===== src/rtl/switch_debounce.sv =====
// Multi-channel switch debouncer for active-low pull-up switches.
// Each channel synchronizes its raw input, then only accepts a new level once the
// synchronized value has differed from the debounced level for DEBOUNCE_CYCLES
// consecutive clocks. Press/release pulses are registered and line up with the
// cycle in which sw_o first shows the new level.
module switch_debounce #(
  parameter int unsigned NUM_SW          = 2,
  parameter int unsigned DEBOUNCE_CYCLES = 500000
) (
  input  logic              clk_i,
  input  logic              reset_i,
  input  logic [NUM_SW-1:0] sw_raw_i,
  output logic [NUM_SW-1:0] sw_o,
  output logic [NUM_SW-1:0] press_o,
  output logic [NUM_SW-1:0] release_o
);

  localparam int unsigned     CntW    = $clog2(DEBOUNCE_CYCLES + 1);
  localparam logic [CntW-1:0] CntLast = CntW'(DEBOUNCE_CYCLES - 1);

  logic [NUM_SW-1:0] sync1_q, sync2_q;
  logic [NUM_SW-1:0] sw_q, sw_d;
  logic [NUM_SW-1:0] press_q, press_d;
  logic [NUM_SW-1:0] release_q, release_d;
  logic [CntW-1:0]   cnt_q [NUM_SW];
  logic [CntW-1:0]   cnt_d [NUM_SW];

  // Per-channel stability counting; a level is accepted on the edge the count completes.
  always_comb begin
    sw_d      = sw_q;
    press_d   = '0;
    release_d = '0;
    for (int i = 0; i < NUM_SW; i++) begin
      cnt_d[i] = '0;
      if (sync2_q[i] != sw_q[i]) begin
        if (cnt_q[i] == CntLast) begin
          sw_d[i]      = sync2_q[i];
          // 1->0 is a press, 0->1 a release; the count restarts from 0.
          press_d[i]   = ~sync2_q[i];
          release_d[i] = sync2_q[i];
        end else begin
          cnt_d[i] = cnt_q[i] + 1'b1;
        end
      end
    end
  end

  // State registers; reset forces every channel to the released level.
  always_ff @(posedge clk_i or posedge reset_i) begin
    if (reset_i) begin
      sync1_q   <= '1;
      sync2_q   <= '1;
      sw_q      <= '1;
      press_q   <= '0;
      release_q <= '0;
      for (int i = 0; i < NUM_SW; i++) begin
        cnt_q[i] <= '0;
      end
    end else begin
      sync1_q   <= sw_raw_i;
      sync2_q   <= sync1_q;
      sw_q      <= sw_d;
      press_q   <= press_d;
      release_q <= release_d;
      for (int i = 0; i < NUM_SW; i++) begin
        cnt_q[i] <= cnt_d[i];
      end
    end
  end

  assign sw_o      = sw_q;
  assign press_o   = press_q;
  assign release_o = release_q;

endmodule


===== config.mk =====
export PLATFORM = sky130hd
export DESIGN_NAME = switch_debounce
export DESIGN_NICKNAME = d
export VERILOG_FILES = /design/src/rtl/switch_debounce.sv
export SDC_FILE = /design/constraint.sdc
export NUM_CORES = 1
export LEC_CHECK = 0
export ABC_AREA = 1
export CORE_UTILIZATION = 40
export DETAILED_ROUTE_END_ITERATION = 8
export GPL_TIMING_DRIVEN = 0
export PLACE_DENSITY_LB_ADDON = 0.1
export REMOVE_ABC_BUFFERS = 1
export SYNTH_ARGS = -nofsm -noshare
export SYNTH_HDL_FRONTEND = slang
export SYNTH_SLANG_ARGS = --single-unit

===== constraint.sdc =====
create_clock -name clk_i -period 1.5 [get_ports clk_i]
set_input_delay 0.3 -clock clk_i [delete_from_list [all_inputs] [get_ports clk_i]]
set_output_delay 0.3 -clock clk_i [all_outputs]
set_load 0.03 [all_outputs]

Fig. 1: run 1, clock wires, drivers and flops
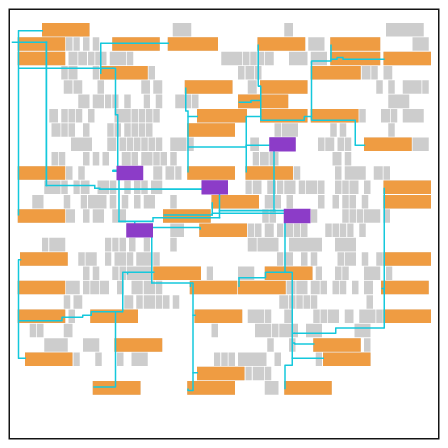
orange -> flip-flops  # count 48
purple -> cells driving clock nets  # count 5
cyan -> clock wires  # length 622 um
routed clock nets = 6
flops lie = all over the die
Clock Power Share: 36.7%
Power Clock: 0.000827 W
worst-skew pair later-pin latency: 300 ps
Clock Skew: 5.42 ps

Fig. 2: run 1, placed cells, one color a class
Scale bar: 20 um.
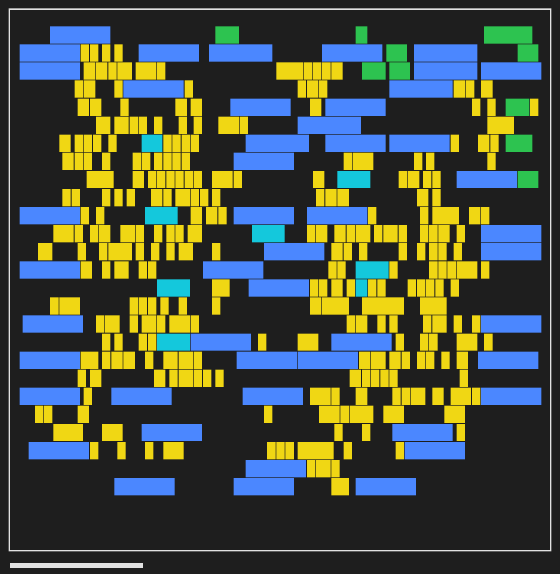
yellow -> all other logic  # cells 282, share of their area 49%
cyan -> clock drivers and dummy loads  # cells 8, share of their area 3.5%
green -> other buffers and delay cells  # cells 10, share of their area 3.7%
blue -> flip-flops  # cells 48, share of their area 44%
Site Rows: 28
CORE AREA: 5990 um^2
final core utilization: 47.6%
sequential portion of the cell area: 42.4%

Fig. 3: run 1, M1 wires
Supply wires on this layer in gray. Cells faint in the background.
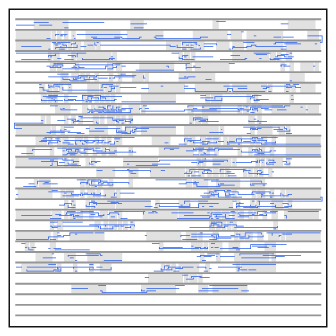
nets with wire on the layer = 325
share of all routed wire = 46%
wire length on this layer = 2230 um
met1 Usage GRT: 19.7%
Total Routed Length: 4810 um
vias: 1972

==> flow_summary_export.csv, run 1 <==
group,metric,value,unit
grt,antenna_found_initial,0,
synthesis,syn_area,2510,um^2
setup_path,cpLargestDelayFamily,"flip-flops",
finish,synthToLayoutAreaGrowth,13.5,%
detailed_routing,route.detailed.drc,0,
floorplan,core_util_floorplan,42.0,%
timing,rsz0062_at_grt,"yes",
power,ir_drop,0.481,mV
placed_design,numPortBuffers,9,
detailed_routing,wl_met3,93,um
outcome,status,"finished clean",
floorplan,die_area,6600,um^2
setup_path,crit_required,1200,ps
synthesis,ys_cells,330,
detailed_routing,routed-wl-met2,2410,um
finish,final_area,2850,um^2
timing,fin_crit,1460,ps
placed_design,dpl_cell_area,2720,um^2
timing,slew_headroom,72.9,%
placed_design,dp_cells,415,
clocking,clockBufferDepth,2,
finish,flops,48,
setup_path,crit_chain,"clkdlybuf4s15_2",
setup_path,r2r_cells,6,
synthesis,synth_flops,48,
clocking,cts-root-buf,"clkbuf_8",
grt,grt_pass1_vias,1875,
grt,met2_usage,28.9,%
finish,buffers,10,
finish,dominant-cell-class,"flip-flops and latches",
run 1: registers in the layout (all words and copies together) (netlist names):
signal     count
cnt_q         38
press_o        2
release_o      2
sw_o           2
sync1_q        2
sync2_q        2
run 1: where the power goes:
part	switching [W]	total [W]	internal (W)
logic	0.0000647	0.0000958	0.0000311
clock network	0.000449	0.000827	0.000378
registers	0.0000131	0.00133	0.00132
total	0.000527	0.00225	0.00172
run 1: Yosys cell counts:
cell,number
nor2_2,9
a21oi_1,9
nor2_4,2
nor3_1,7
nor3b_1,3
o22ai_1,1
o21ai_1,1
xor2_1,12
xnor2_1,5
nand3_2,2
o21ai_0,4
nand2_2,6
inv_1,40
nand4_1,1
and2_1,2
nand2_1,57
ha_1,2
nor2_1,94
nand3_1,25
dfstp_2,6
dfrtp_1,42
run 1: cell families after synthesis:
family,Yosys count,synth area share [%]
AND/OR/NAND/NOR,208,36.0
flip-flops,48,48.1
buffers and inverters,40,5.97
XOR/XNOR,17,5.92
AND-OR/OR-AND,15,3.04
adder cells (fa/ha/maj),2,0.995
run 1: how the worst max path moves through the flow:
stage,start,end,slack (ps),cells past startpoint
2_1_floorplan,reset_i,cnt_q[0],70,1
3_3_place_gp,reset_i,cnt_q[3],-910,2
3_5_place_dp,sync2_q[0],cnt_q[36],-140,5
4_1_cts,sw_o[0],cnt_q[36],30,6
5_1_grt,cnt_q[0],cnt_q[14],-0.2,6
6_report,sw_o[0],sw_o[0],40,1
run 1: through the flow:
step	util (%)	hold WS [ps]	setup TNS, ps	total power (W)	setup WS [ps]
after floorplan	-	304	0	0.00141	65.5
after global placement	45.0	346	-42830	0.00144	-908
after detailed placement	45.4	351	-1730	0.00145	-141
after CTS	47.1	309	0	0.00229	28.8
after global routing	47.6	353	-0.184	0.00235	-0.184
final	47.6	296	0	0.00225	43.6
==> run 2, diff against run 1 <==
CTS_CLUSTER_DIAMETER = 30   (was not set)
Fig. 4: run 2, sizing map
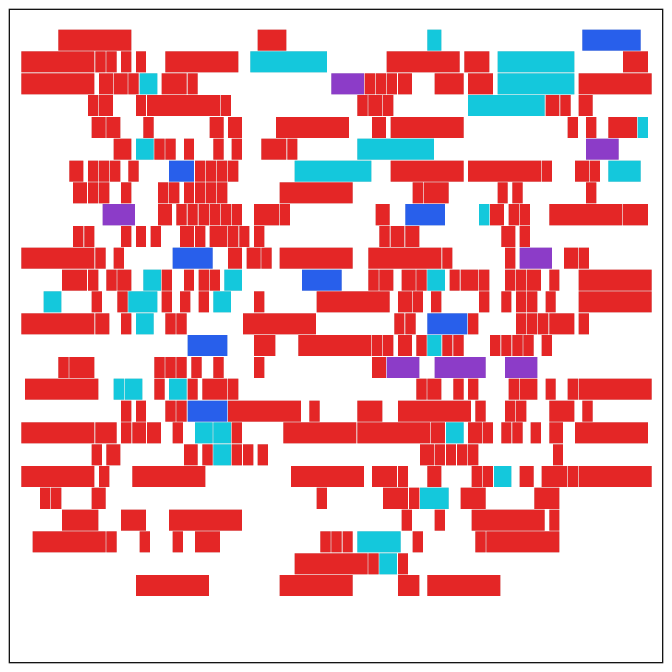
blue -> drive 6 and up  # cells 8
purple -> drive 3 to 4  # cells 7
cyan -> drive 2  # cells 31
red -> drive 1 or less  # cells 302
post-route cell area: 2850 um^2
setup ws final: 43.6 ps
Non-clk bufs: 10
Synth-to-Final Area Change: 13.5%

==> run 2 against run 1 <==
Against the previous run:
- clock power barely moved
- utilization did not move
- combinational power barely moved
- cell area did not move
- first-iteration DRC count did not move
- die area did not move
- cell count did not move
- sequential share of layout area did not move
- hold slack did not move
- wire length did not move
- total power did not move
- setup slack did not move
==> flow_summary_export.csv, run 2 <==
group,metric,value,unit
outcome,status,"finished clean",
timing,rsz0062_at_grt,"yes",
timing,finClkSkew,5.42,ps
setup_path,crit_chain,"clkdlybuf4s15_2",
synthesis,synthMuxAreaShare,0,%
power,power_frac_clock,36.7,%
synthesis,common_cells,"nor2_1, nand2_1, dfrtp_1",
power,power.switching,0.000527,W
detailed_routing,wl_met3,93,um
detailed_routing,wl,4810,um
power,seq_power_share,59.0,%
placed_design,dpl_cell_area,2720,um^2
power,ir_drop,0.481,mV
setup_path,cp.depth,1,
setup_path,crit_required,1200,ps
synthesis,yosysMostFrequentCell,"nor2_1",
timing,finalSetupTns,0,ps
floorplan,rows,28,
detailed_routing,vias,1972,
floorplan,core_util_floorplan,42.0,%
setup_path,crit_start,"sw_o[0]",
detailed_routing,route.detailed.drc,0,
synthesis,top_logic_kind,"simple AND/OR/NAND/NOR gates",
timing,fin_crit,1460,ps
placed_design,dp_cells,415,
synthesis,flop_cell,"dfrtp_1",
synthesis,xor_share,5.92,%
floorplan,core-area,5990,um^2
setup_path,cpLargestDelayFamily,"flip-flops",
power,p_int,0.00172,W
[run 2: cell counts after synthesis]
No cell type changed its count.
[run 2: timing repair]
| item | 4_1_cts | 5_1_grt |
|---|---|---|
| resized | 13 | 14 |
| endpoints found under the hold margin | 0 | 0 |
| setup endpoints to repair | 24 | 27 |
| pin swaps | 0 | 0 |
[run 2: worst min-delay path by stage]
| stage | start | endpoint | slack [ps] | depth (start not counted) |
|---|---|---|---|---|
| finish | reset_i | press_o[0] | 300 | 2 |
| global route | reset_i | press_o[0] | 350 | 2 |
| CTS | reset_i | press_o[0] | 310 | 2 |
| detailed placement | sync1_q[0] | sync2_q[0] | 350 | 0 |
| global placement | sync1_q[0] | sync2_q[0] | 350 | 0 |
| floorplan | sw_raw_i[0] | sync1_q[0] | 300 | 0 |
[run 2: power groups by stage]
| stage | clock network, W | registers (W) | logic (W) |
|---|---|---|---|
| after global routing | 0.000902 | 0.00133 | 0.000114 |
| after global placement | 0 | 0.00135 | 0.0000866 |
| after CTS | 0.000861 | 0.00133 | 0.0000981 |
| after detailed placement | 0 | 0.00135 | 0.0000958 |
| after floorplan | 0 | 0.00135 | 0.0000600 |
| final | 0.000827 | 0.00133 | 0.0000958 |
[run 2: cells by family after synthesis]
kind of cell	count (synthesis)
flops	48
fa+ha+maj	2
buf+inv	40
simple gates	208
compound gates	15
xor+xnor	17
[run 2: area by class of cell]
| cell class | count | area share, % |
|---|---|---|
| multi-input combinational | 242 | 42.1 |
| inverter | 40 | 5.26 |
| sequential | 48 | 42.4 |
| tap | 75 | 3.29 |
| timing repair buffer | 10 | 3.55 |
| clock buffer | 6 | 2.89 |
| clock inverter | 2 | 0.482 |
Power figures rest on the tool's default switching activity, not on a simulated workload.
